--- src/rtl/alu_arb_if.sv ---
// One requester <-> arbiter channel: operation request with valid/ready and a
// one-cycle, non-backpressured response strobe carrying the ALU result and flags.
interface alu_arb_if;
    logic       req_valid;
    logic       req_ready;
    logic [7:0] req_a;
    logic [7:0] req_b;
    logic [2:0] req_op;
    logic [2:0] req_shamt;
    logic       rsp_valid;
    logic [7:0] rsp_out;
    logic [3:0] rsp_flags;

    modport master (
        output req_valid,
        output req_a,
        output req_b,
        output req_op,
        output req_shamt,
        input  req_ready,
        input  rsp_valid,
        input  rsp_out,
        input  rsp_flags
    );

    modport slave (
        input  req_valid,
        input  req_a,
        input  req_b,
        input  req_op,
        input  req_shamt,
        output req_ready,
        output rsp_valid,
        output rsp_out,
        output rsp_flags
    );
endinterface

--- src/rtl/alu_arb.sv ---
// Round-robin arbiter sharing one fixed-latency 8-bit ALU between two requesters;
// each result returns as a one-cycle response pulse to the port that issued it.
module alu_arb #(
    parameter int unsigned LAT = 1
) (
    input  logic       clk,
    input  logic       rst_n,
    alu_arb_if.slave   port0,
    alu_arb_if.slave   port1,
    output logic [7:0] alu_a,
    output logic [7:0] alu_b,
    output logic [2:0] alu_op,
    output logic [2:0] alu_shamt,
    input  logic [7:0] alu_out,
    input  logic [3:0] alu_flags,
    output logic       busy
);
    localparam logic [2:0] LatCnt = 3'(LAT);

    typedef enum logic [0:0] {StIdle, StWait} state_e;

    state_e     state_q, state_d;
    logic [1:0] valid;
    logic [1:0] grant;
    logic [1:0] ready;
    logic       accept;
    logic       sel;
    logic       done;
    logic [2:0] cnt_q, cnt_d;
    logic       owner_q;
    logic       last_q;
    logic [7:0] a_q, b_q;
    logic [2:0] op_q, shamt_q;
    logic [1:0] rsp_valid_q;
    logic [7:0] out0_q, out1_q;
    logic [3:0] flags0_q, flags1_q;

    assign valid = {port1.req_valid, port0.req_valid};

    // Ties go to the port that did not win the previous grant.
    always_comb begin
        grant = 2'b00;
        unique case (valid)
            2'b01:   grant = 2'b01;
            2'b10:   grant = 2'b10;
            2'b11:   grant = last_q ? 2'b01 : 2'b10;
            default: grant = 2'b00;
        endcase
    end

    always_ff @(posedge clk or negedge rst_n) begin
        if (!rst_n) begin
            state_q <= StIdle;
        end else begin
            state_q <= state_d;
        end
    end

    always_comb begin
        state_d = state_q;
        unique case (state_q)
            StIdle:  if (accept) state_d = StWait;
            StWait:  if (cnt_q == 3'd1) state_d = StIdle;
            default: state_d = StIdle;
        endcase
    end

    always_comb begin
        ready = (state_q == StIdle) ? grant : 2'b00;
        busy  = (state_q == StWait);
        done  = (state_q == StWait) && (cnt_q == 3'd1);
    end

    assign accept = |(valid & ready);
    assign sel    = ready[1];

    always_comb begin
        cnt_d = cnt_q;
        if (accept) begin
            cnt_d = LatCnt;
        end else if (busy) begin
            cnt_d = cnt_q - 3'd1;
        end
    end

    always_ff @(posedge clk or negedge rst_n) begin
        if (!rst_n) begin
            cnt_q   <= 3'd0;
            owner_q <= 1'b0;
            last_q  <= 1'b1;
        end else begin
            cnt_q <= cnt_d;
            if (accept) begin
                owner_q <= sel;
                last_q  <= sel;
            end
        end
    end

    // Operands are only loaded on accept, so they stay stable through WAIT and idle.
    always_ff @(posedge clk or negedge rst_n) begin
        if (!rst_n) begin
            a_q     <= 8'd0;
            b_q     <= 8'd0;
            op_q    <= 3'd0;
            shamt_q <= 3'd0;
        end else if (accept) begin
            a_q     <= sel ? port1.req_a     : port0.req_a;
            b_q     <= sel ? port1.req_b     : port0.req_b;
            op_q    <= sel ? port1.req_op    : port0.req_op;
            shamt_q <= sel ? port1.req_shamt : port0.req_shamt;
        end
    end

    always_ff @(posedge clk or negedge rst_n) begin
        if (!rst_n) begin
            rsp_valid_q <= 2'b00;
            out0_q      <= 8'd0;
            out1_q      <= 8'd0;
            flags0_q    <= 4'd0;
            flags1_q    <= 4'd0;
        end else begin
            rsp_valid_q <= 2'b00;
            if (done) begin
                rsp_valid_q <= owner_q ? 2'b10 : 2'b01;
                if (owner_q) begin
                    out1_q   <= alu_out;
                    flags1_q <= alu_flags;
                end else begin
                    out0_q   <= alu_out;
                    flags0_q <= alu_flags;
                end
            end
        end
    end

    assign alu_a     = a_q;
    assign alu_b     = b_q;
    assign alu_op    = op_q;
    assign alu_shamt = shamt_q;

    assign port0.req_ready = ready[0];
    assign port1.req_ready = ready[1];
    assign port0.rsp_valid = rsp_valid_q[0];
    assign port1.rsp_valid = rsp_valid_q[1];
    assign port0.rsp_out   = out0_q;
    assign port1.rsp_out   = out1_q;
    assign port0.rsp_flags = flags0_q;
    assign port1.rsp_flags = flags1_q;

    // The 3-bit down-counter cannot represent a zero or >7 latency.
    lat_legal_a: assert property (@(posedge clk) (LAT >= 1) && (LAT <= 7))
        else $error("alu_arb: LAT=%0d outside 1..7", LAT);
endmodule

--- src/flat_wrapper.sv ---
// flat-port wrapper written by rule: the top's interface ports become plain ports
module alu_arb_flat 
#(
    parameter int unsigned LAT = 1
)
  (clk, rst_n, alu_a, alu_b, alu_op, alu_shamt, alu_out, alu_flags, busy, port0_req_valid, port0_req_a, port0_req_b, port0_req_op, port0_req_shamt, port0_req_ready, port0_rsp_valid, port0_rsp_out, port0_rsp_flags, port1_req_valid, port1_req_a, port1_req_b, port1_req_op, port1_req_shamt, port1_req_ready, port1_rsp_valid, port1_rsp_out, port1_rsp_flags);
  alu_arb_if port0_i ();
  alu_arb_if port1_i ();
  input  logic clk;
  input  logic rst_n;
  output logic [7:0] alu_a;
  output logic [7:0] alu_b;
  output logic [2:0] alu_op;
  output logic [2:0] alu_shamt;
  input  logic [7:0] alu_out;
  input  logic [3:0] alu_flags;
  output logic busy;
  input wire logic [$bits(port0_i.req_valid)-1:0] port0_req_valid;
  input wire logic [$bits(port0_i.req_a)-1:0] port0_req_a;
  input wire logic [$bits(port0_i.req_b)-1:0] port0_req_b;
  input wire logic [$bits(port0_i.req_op)-1:0] port0_req_op;
  input wire logic [$bits(port0_i.req_shamt)-1:0] port0_req_shamt;
  output wire logic [$bits(port0_i.req_ready)-1:0] port0_req_ready;
  output wire logic [$bits(port0_i.rsp_valid)-1:0] port0_rsp_valid;
  output wire logic [$bits(port0_i.rsp_out)-1:0] port0_rsp_out;
  output wire logic [$bits(port0_i.rsp_flags)-1:0] port0_rsp_flags;
  input wire logic [$bits(port1_i.req_valid)-1:0] port1_req_valid;
  input wire logic [$bits(port1_i.req_a)-1:0] port1_req_a;
  input wire logic [$bits(port1_i.req_b)-1:0] port1_req_b;
  input wire logic [$bits(port1_i.req_op)-1:0] port1_req_op;
  input wire logic [$bits(port1_i.req_shamt)-1:0] port1_req_shamt;
  output wire logic [$bits(port1_i.req_ready)-1:0] port1_req_ready;
  output wire logic [$bits(port1_i.rsp_valid)-1:0] port1_rsp_valid;
  output wire logic [$bits(port1_i.rsp_out)-1:0] port1_rsp_out;
  output wire logic [$bits(port1_i.rsp_flags)-1:0] port1_rsp_flags;
  assign port0_i.req_valid = port0_req_valid;
  assign port0_i.req_a = port0_req_a;
  assign port0_i.req_b = port0_req_b;
  assign port0_i.req_op = port0_req_op;
  assign port0_i.req_shamt = port0_req_shamt;
  assign port0_req_ready = port0_i.req_ready;
  assign port0_rsp_valid = port0_i.rsp_valid;
  assign port0_rsp_out = port0_i.rsp_out;
  assign port0_rsp_flags = port0_i.rsp_flags;
  assign port1_i.req_valid = port1_req_valid;
  assign port1_i.req_a = port1_req_a;
  assign port1_i.req_b = port1_req_b;
  assign port1_i.req_op = port1_req_op;
  assign port1_i.req_shamt = port1_req_shamt;
  assign port1_req_ready = port1_i.req_ready;
  assign port1_rsp_valid = port1_i.rsp_valid;
  assign port1_rsp_out = port1_i.rsp_out;
  assign port1_rsp_flags = port1_i.rsp_flags;
  alu_arb #(.LAT(LAT)) u_core (.clk(clk), .rst_n(rst_n), .port0(port0_i), .port1(port1_i), .alu_a(alu_a), .alu_b(alu_b), .alu_op(alu_op), .alu_shamt(alu_shamt), .alu_out(alu_out), .alu_flags(alu_flags), .busy(busy));
endmodule
--- config.mk ---
export PLATFORM = sky130hd
export DESIGN_NAME = alu_arb_flat
export DESIGN_NICKNAME = d
export VERILOG_FILES = /design/src/rtl/alu_arb_if.sv /design/src/rtl/alu_arb.sv /design/src/flat_wrapper.sv
export SDC_FILE = /design/constraint.sdc
export NUM_CORES = 1
export LEC_CHECK = 0
export ABC_AREA = 0
export CAP_MARGIN = 20
export CELL_PAD_IN_SITES_DETAIL_PLACEMENT = 1
export CELL_PAD_IN_SITES_GLOBAL_PLACEMENT = 1
export CORE_ASPECT_RATIO = 0.5
export CORE_MARGIN = 4
export CORE_UTILIZATION = 28
export DETAILED_ROUTE_END_ITERATION = 16
export PLACE_DENSITY = 0.73
export SLEW_MARGIN = 20
export SYNTH_ARGS = -nofsm -noshare
export SYNTH_HDL_FRONTEND = slang
export SYNTH_SLANG_ARGS = --single-unit
--- constraint.sdc ---
create_clock -name clk -period 1.5 [get_ports clk]
set_input_delay 0.3 -clock clk [delete_from_list [all_inputs] [get_ports clk]]
set_output_delay 0.3 -clock clk [all_outputs]
set_load 0.01 [all_outputs]
==> flow_summary.json, run 1 <==
{
  "outcome": "complete, but fails checks",
  "failed_checks": "setup timing",
  "grt_setup_unrepaired": "true",
  "finalWorstSetupSlack_ns": -0.104,
  "placement_rows": 23,
  "drt.antenna.violating_nets": 0,
  "largest_area_cell": "dfrtp_1",
  "critical_path.endpoint_type": "output port",
  "synth_stat.cells": 189,
  "drive_above_1_share_pct": 21.1,
  "detailedRoute.firstPassIterationCount": 4,
  "internal_power_uw": 5080,
  "flop_cell": "dfrtp_1",
  "worstPathArrival_ns": 1.30,
  "gr-total-overflow": 0,
  "final_common_cell": "clkdlybuf4s50_1",
  "part_of_the_power_in_combinational_logic_pct": 47.5,
  "grt_start_max_net_pins": 55,
  "clock_skew_after_layout_ns": 0.00715,
  "floorplan_stage_core_utilization_pct": 29.2,
  "drv_slew": 0,
  "postSynthCellCount": 189,
  "yosys.cell_count.top_type": "dfrtp_1",
  "worst_setup_path_start_kind": "flop",
  "ir_worst_vdd_uv": 820,
  "route.detailed.vias_per_inst": 4.80,
  "ys_area_um2": 2370,
  "n_antenna_cell": 0,
  "crit_required_ns": 1.20,
  "dp_hpwl_mm": 5.46,
  "finalWirelength_mm": 7.80,
  "mostFrequentLayoutCells": "57 x clkdlybuf4s50_1, 53 x dfrtp_1, 42 x dlygate4sd2_1, 25 x o21ai_0, 24 x mux2_4",
  "worst_path_largest_cell_delay_ns": 0.56,
  "cts.root.buffer_cell": "clkbuf_16",
  "power_leakage_uw": 0.00182,
  "die_area_um2": 10100,
  "cts.htree.levels": 2,
  "vias_in_the_first_global_route": 2308,
  "netlist_area_um2": 2370,
  "critical_path_peak_fanout": 3,
  "grt_first_pass_wirelength_mm": 12.4,
  "fin_hold_ws_ns": 0.500,
  "setup-violations-final": 14,
  "design.final.nets": 374,
  "wire_per_inst_um": 18.4,
  "cts_num_sinks": 54,
  "maxSlewHeadroom_pct": 78.3,
  "timing.setup.tns_ns": -0.587,
  "remaining_drc_errors": 0,
  "die_h_um": 73.1,
  "io_buffers": 110,
  "via_count": 2040,
  "maxClockFrequency_ghz": 0.624,
  "timing.critical_path.max_delay_family": "flip-flops",
  "p_switching_uw": 2480,
  "worst-setup-path-type": "reg2out",
  "synthArstFlopShare_pct": 100,
  "hold_violations": 0,
  "tritoncts_clock_tree": "yes",
  "synth.top_cells.by_area": "dfrtp_1 56%, a2bb2oi_1 8.1%, mux2_2 7.1%",
  "hold_class": "reg2reg",
  "violation_count_after_the_first_detailed_routing_iteration": 82,
  "cts_inserted_buffers": 5,
  "n_fill_cell": 867,
  "power_switching_share_pct": 32.8,
  "io-pin-count": 111,
  "synth-edff-count": 0,
  "ys_seq_share_pct": 57.1,
  "worstPathBufferInverterCount": 1,
  "min_period_over_period_pct": 107,
  "clk_pin_slew_worst_paths_ns": 0.07,
  "worstPathCellList": "nand2b_4 -> nand2_2 -> nor2_1 -> buf_2",
  "worst_slew_pin_slew_ns": 0.323,
  "yosys_register_bits": 54,
  "yosysUniqueCellTypes": 27,
  "yosys_warnings": 0,
  "clk_path_buf_depth": 2,
  "power_per_cell_area_nw_per_um2": 1910,
  "core_area_um2": 8120,
  "die_width_um": 138,
  "avgSynthCellArea_um2": 12.5
}
## run 1: power groups by stage
| stage | logic, µW | clock network (µW) | registers [µW] |
|---|---|---|---|
| after CTS | 3520 | 1400 | 2600 |
| after global placement | 3720 | 0 | 2600 |
| after detailed placement | 3840 | 0 | 2630 |
| after floorplan | 1450 | 0 | 2880 |
| after global routing | 3870 | 1470 | 2710 |
| final | 3590 | 1370 | 2610 |
## run 1: cell families (layout without fill, tap and decap cells)
kind of cell | Yosys count | in the layout | synth area share, %
AND/OR/NAND/NOR | 14 | 14 | 3.43
adder cells (fa/ha/maj) | 2 | 2 | 1.06
flip-flops | 54 | 54 | 57.1
multiplexers | 26 | 26 | 13.7
buffers and inverters | 21 | 145 | 4.49
AND-OR/OR-AND | 72 | 72 | 20.3
## run 1: metrics by stage
| step | instances | total power, µW | utilization, % | cell area (µm²) | setup WS, ns |
|---|---|---|---|---|---|
| CTS | 425 | 7530 | 47.9 | 3890 | -0.0796 |
| finish | 425 | 7570 | 48.7 | 3960 | -0.104 |
| floorplan | 189 | 4340 | - | 2370 | -0.0207 |
| global placement | 414 | 6320 | 45.9 | 3730 | -0.490 |
| global route | 425 | 8050 | 48.7 | 3960 | -0.190 |
| detailed placement | 414 | 6470 | 45.9 | 3730 | -0.582 |
## run 1: layout make-up
class,instances,area (µm²),area share (%)
flip-flops and latches,54,1350,34.2
inverters,4,15.0,0.380
repair buffers,133,1290,32.7
clock inverters,3,48.8,1.23
multi-input cells,114,978,24.7
well taps,112,140,3.54
clock buffers,5,125,3.16
## run 1: worst reg2reg max path: stages (launching register included)
cell	delay [ns]
dfrtp_1	0.39
inv_2	0.06
ha_1	0.12
and3b_2	0.22
nor2b_4	0.16
buf_12	0.17
mux2_4	0.32
## run 1: registers in the layout, indices dropped and copies added, names as in the netlist
| name | count |
|---|---|
| u_core.alu_a | 8 |
| u_core.last_q | 1 |
| u_core.port1.rsp_flags | 4 |
| u_core.rsp_valid_q | 2 |
| u_core.port0.rsp_flags | 4 |
| u_core.alu_b | 8 |
| u_core.alu_shamt | 3 |
| u_core.owner_q | 1 |
| u_core.port0.rsp_out | 8 |
| u_core.busy | 1 |
| u_core.port1.rsp_out | 8 |
| u_core.alu_op | 3 |
| u_core.cnt_q | 3 |
## run 1: routing by layer
metal,track usage (%),vias to the layer above,part of all wire (%)
li1,-,947,-
met1,17.6,1018,42
met2,27.8,61,51
met3,5.10,14,5.1
met4,4.82,0,1.7
met5,0,-,0
## run 1: path summary, 6_finish.rpt
kind,start,endpoint,slack [ns],depth (start not counted)
setup / recovery,u_core.last_q,port0_req_ready,-0.10,4
hold / removal,u_core.cnt_q[2],u_core.cnt_q[2],0.50,1
setup reg to reg,u_core.cnt_q[1],u_core.port0.rsp_out[2],-0.05,6
hold reg to reg,u_core.cnt_q[2],u_core.cnt_q[2],0.50,1
max in group asynchronous,rst_n,u_core.last_q,0.68,3
min in group asynchronous,rst_n,u_core.alu_shamt[1],0.52,3
## run 1: timing repair
action	CTS	global route
endpoints found under the setup margin	76	42
setup buffers	2	1
resized	57	21
pin swaps	1	1
hold buffers	1	0
endpoints found under the hold margin	14	0
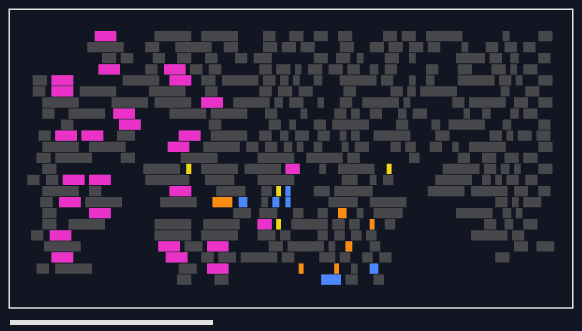
Run 1: logic cells by family
Bar = 50 µm.
- orange: nor cells (cells 6; where bottom middle)
- yellow: inv cells (cells 4; where middle)
- blue: nand cells (cells 6)
- magenta: mux cells (cells 26)

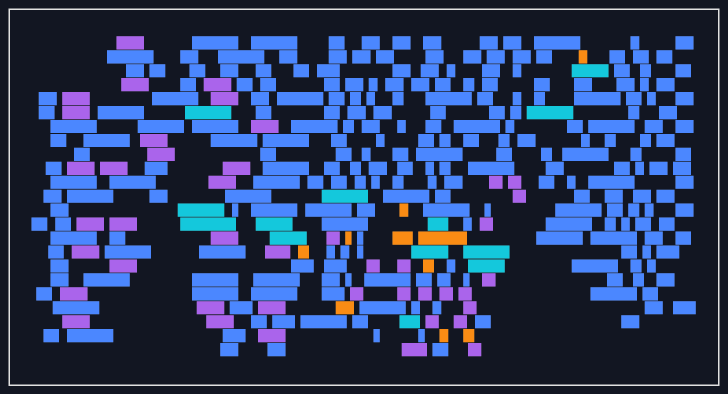
Run 1: cell sizes after repair
- purple: x3 and x4 (cells 43; share 14%)
- orange: x2 (cells 10; share 3.2%)
- cyan: x6 and larger (cells 13; share 4.2%)
- blue: x1 and smaller (cells 247; share 79%)
area added between synthesis and finish: 66.9%
Signal buffers: 133
final design instance area without fill: 3960 µm²
Worst Setup Slack, final: -0.104 ns

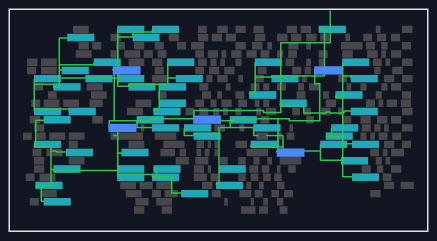
Run 1: clock network drawn from the DEF
- cyan: flip-flops (count 54)
- blue: clock-net drivers (count 5)
- green: clock wires (length 735 µm)
- routed clock nets: 6
clock group share of total power: 18.1%
clock latency on the worst-skew pair: 0.30 ns

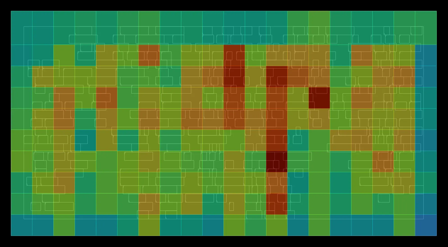
Run 1: congestion heat map
met3 capacity usage during global routing: 5.10%
met1 track demand over resource in global routing: 17.6%
met2 track demand over resource: 27.8%
share of the core filled with cells: 48.7%
routing layer with the top usage in global route: met2

## Run 2: what changed since run 1
--- a/config.mk
+++ b/config.mk
@@ -6,7 +6,7 @@
 export NUM_CORES = 1
 export LEC_CHECK = 0
 export ABC_AREA = 0
-export CAP_MARGIN = 20
+export CAP_MARGIN = 0
 export CELL_PAD_IN_SITES_DETAIL_PLACEMENT = 1
 export CELL_PAD_IN_SITES_GLOBAL_PLACEMENT = 1
 export CORE_ASPECT_RATIO = 0.5
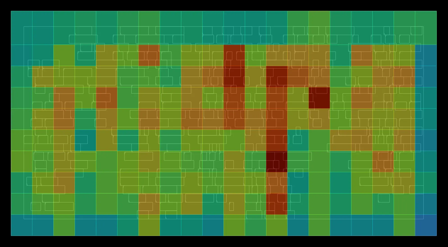
Run 2: congestion heat map
gr usage total: 15.4%
detail-routed net length per standard cell: 18.4 µm

==> run 2 against run 1 <==
Net effect: the run still ends with setup timing left; sequential share of layout area is the same; sequential cell count is the same; worst hold slack is the same; non-clock buffer count is the same; cell count is the same; first-iteration DRC count is the same; die size is the same; synthesized cell count is the same; clock power is essentially flat; largest power group unchanged.
==> flow_summary.json, run 2 <==
{
  "outcome": "complete, but fails checks",
  "failed_checks": "setup timing",
  "finalWorstSetupSlack_ns": -0.104,
  "yosys.cell_count.top_type": "dfrtp_1",
  "yosysUniqueCellTypes": 27,
  "synthArstFlopShare_pct": 100,
  "hold_violations": 0,
  "die_h_um": 73.1,
  "worst_path_largest_cell_delay_ns": 0.56,
  "yosys_register_bits": 54,
  "worstPathCellList": "nand2b_4 -> nand2_2 -> nor2_1 -> buf_2",
  "synth.top_cells.by_area": "dfrtp_1 56%, a2bb2oi_1 8.1%, mux2_2 7.1%",
  "dp_hpwl_mm": 5.46,
  "gr-total-overflow": 0,
  "cts_inserted_buffers": 5,
  "synth_stat.cells": 189,
  "grt_setup_unrepaired": "true",
  "setup-violations-final": 14,
  "final_common_cell": "clkdlybuf4s50_1",
  "clk_path_buf_depth": 2,
  "dpl_cell_area_um2": 3730,
  "critical_path_peak_fanout": 3,
  "crit_required_ns": 1.20,
  "postSynthCellCount": 189,
  "vias_in_the_first_global_route": 2308,
  "floorplan_stage_core_utilization_pct": 29.2,
  "clkLatencyLatePin_ns": 0.30,
  "detailedRoute.firstPassIterationCount": 4,
  "cts.htree.levels": 2,
  "rrSetupSlack_ns": -0.05,
  "largest_area_cell": "dfrtp_1",
  "drt.antenna.violating_nets": 0,
  "worstPathArrival_ns": 1.30,
  "grt_first_pass_wirelength_mm": 12.4,
  "pre_cts_ws_ns": -0.582,
  "io-pin-count": 111,
  "ys_area_um2": 2370,
  "critical_path.endpoint_type": "output port",
  "design_area_um2": 3960,
  "min_period_over_period_pct": 107,
  "synth-edff-count": 0,
  "io_buffers": 110,
  "grt_start_max_net_pins": 55,
  "whs_endpoint": "u_core.cnt_q[2]"
}
-- run 2: layout make-up --
class	count	area, µm²
clock buffer	5	125
clock inverter	3	48.8
fill	867	4160
inverter	4	15.0
multi-input combinational	114	978
sequential	54	1350
tap	112	140
timing repair buffer	133	1290
-- run 2: where the power goes --
group / internal [µW] / switching (µW) / leakage (µW) / total (µW)
logic: 2090 / 1500 / 0.00112 / 3590
clock network: 800 / 567 / 0.0000819 / 1370
registers: 2190 / 414 / 0.000623 / 2610
total: 5080 / 2480 / 0.00182 / 7570
-- run 2: how the worst max path moves through the flow --
stage	start	endpoint	slack (ns)	depth (start not counted)
finish	u_core.last_q	port0_req_ready	-0.10	4
global route	u_core.last_q	port0_req_ready	-0.19	4
CTS	u_core.last_q	port0_req_ready	-0.08	4
floorplan	u_core.cnt_q[1]	u_core.port0.rsp_flags[0]	-0.02	6
detailed placement	port1_req_valid	port1_req_ready	-0.58	4
global placement	port1_req_valid	port1_req_ready	-0.49	4
-- run 2: logic make-up (layout without fill, tap and decap cells) --
logic type / Yosys count / after routing / share of synthesized area (%)
AND-OR/OR-AND: 72 / 72 / 20.3
adder cells (fa/ha/maj): 2 / 2 / 1.06
buffers and inverters: 21 / 145 / 4.49
flip-flops: 54 / 54 / 57.1
multiplexers: 26 / 26 / 13.7
AND/OR/NAND/NOR: 14 / 14 / 3.43
-- run 2: worst register-to-register path: stages, from the launching register on --
cell and delay [ns]:
dfrtp_1 0.39, inv_2 0.06, ha_1 0.12, and3b_2 0.22
nor2b_4 0.16, buf_12 0.17, mux2_4 0.32
-- run 2: repair_timing --
action	in CTS	in global routing
endpoints found under the hold margin	14	0
setup buffers	2	1
gates resized	57	21
pin swaps	1	1
endpoints found under the setup margin	76	42
hold buffers	1	0
-- run 2: metal layers --
layer | up-vias | track usage [%] | wire, µm
met3 | 14 | 5.10 | 401
met1 | 1018 | 17.6 | 3260
met5 | - | 0 | 0
met4 | 0 | 4.82 | 131
met2 | 61 | 27.8 | 4000
li1 | 947 | - | -
-- run 2: stage by stage --
stage / std cells / hold WS (ns)
CTS: 425 / 0.508
global route: 425 / 0.530
finish: 425 / 0.500
global placement: 414 / 0.311
detailed placement: 414 / 0.314
floorplan: 189 / 0.00441
No activity file was given, so power comes from the tool's default toggle rates.
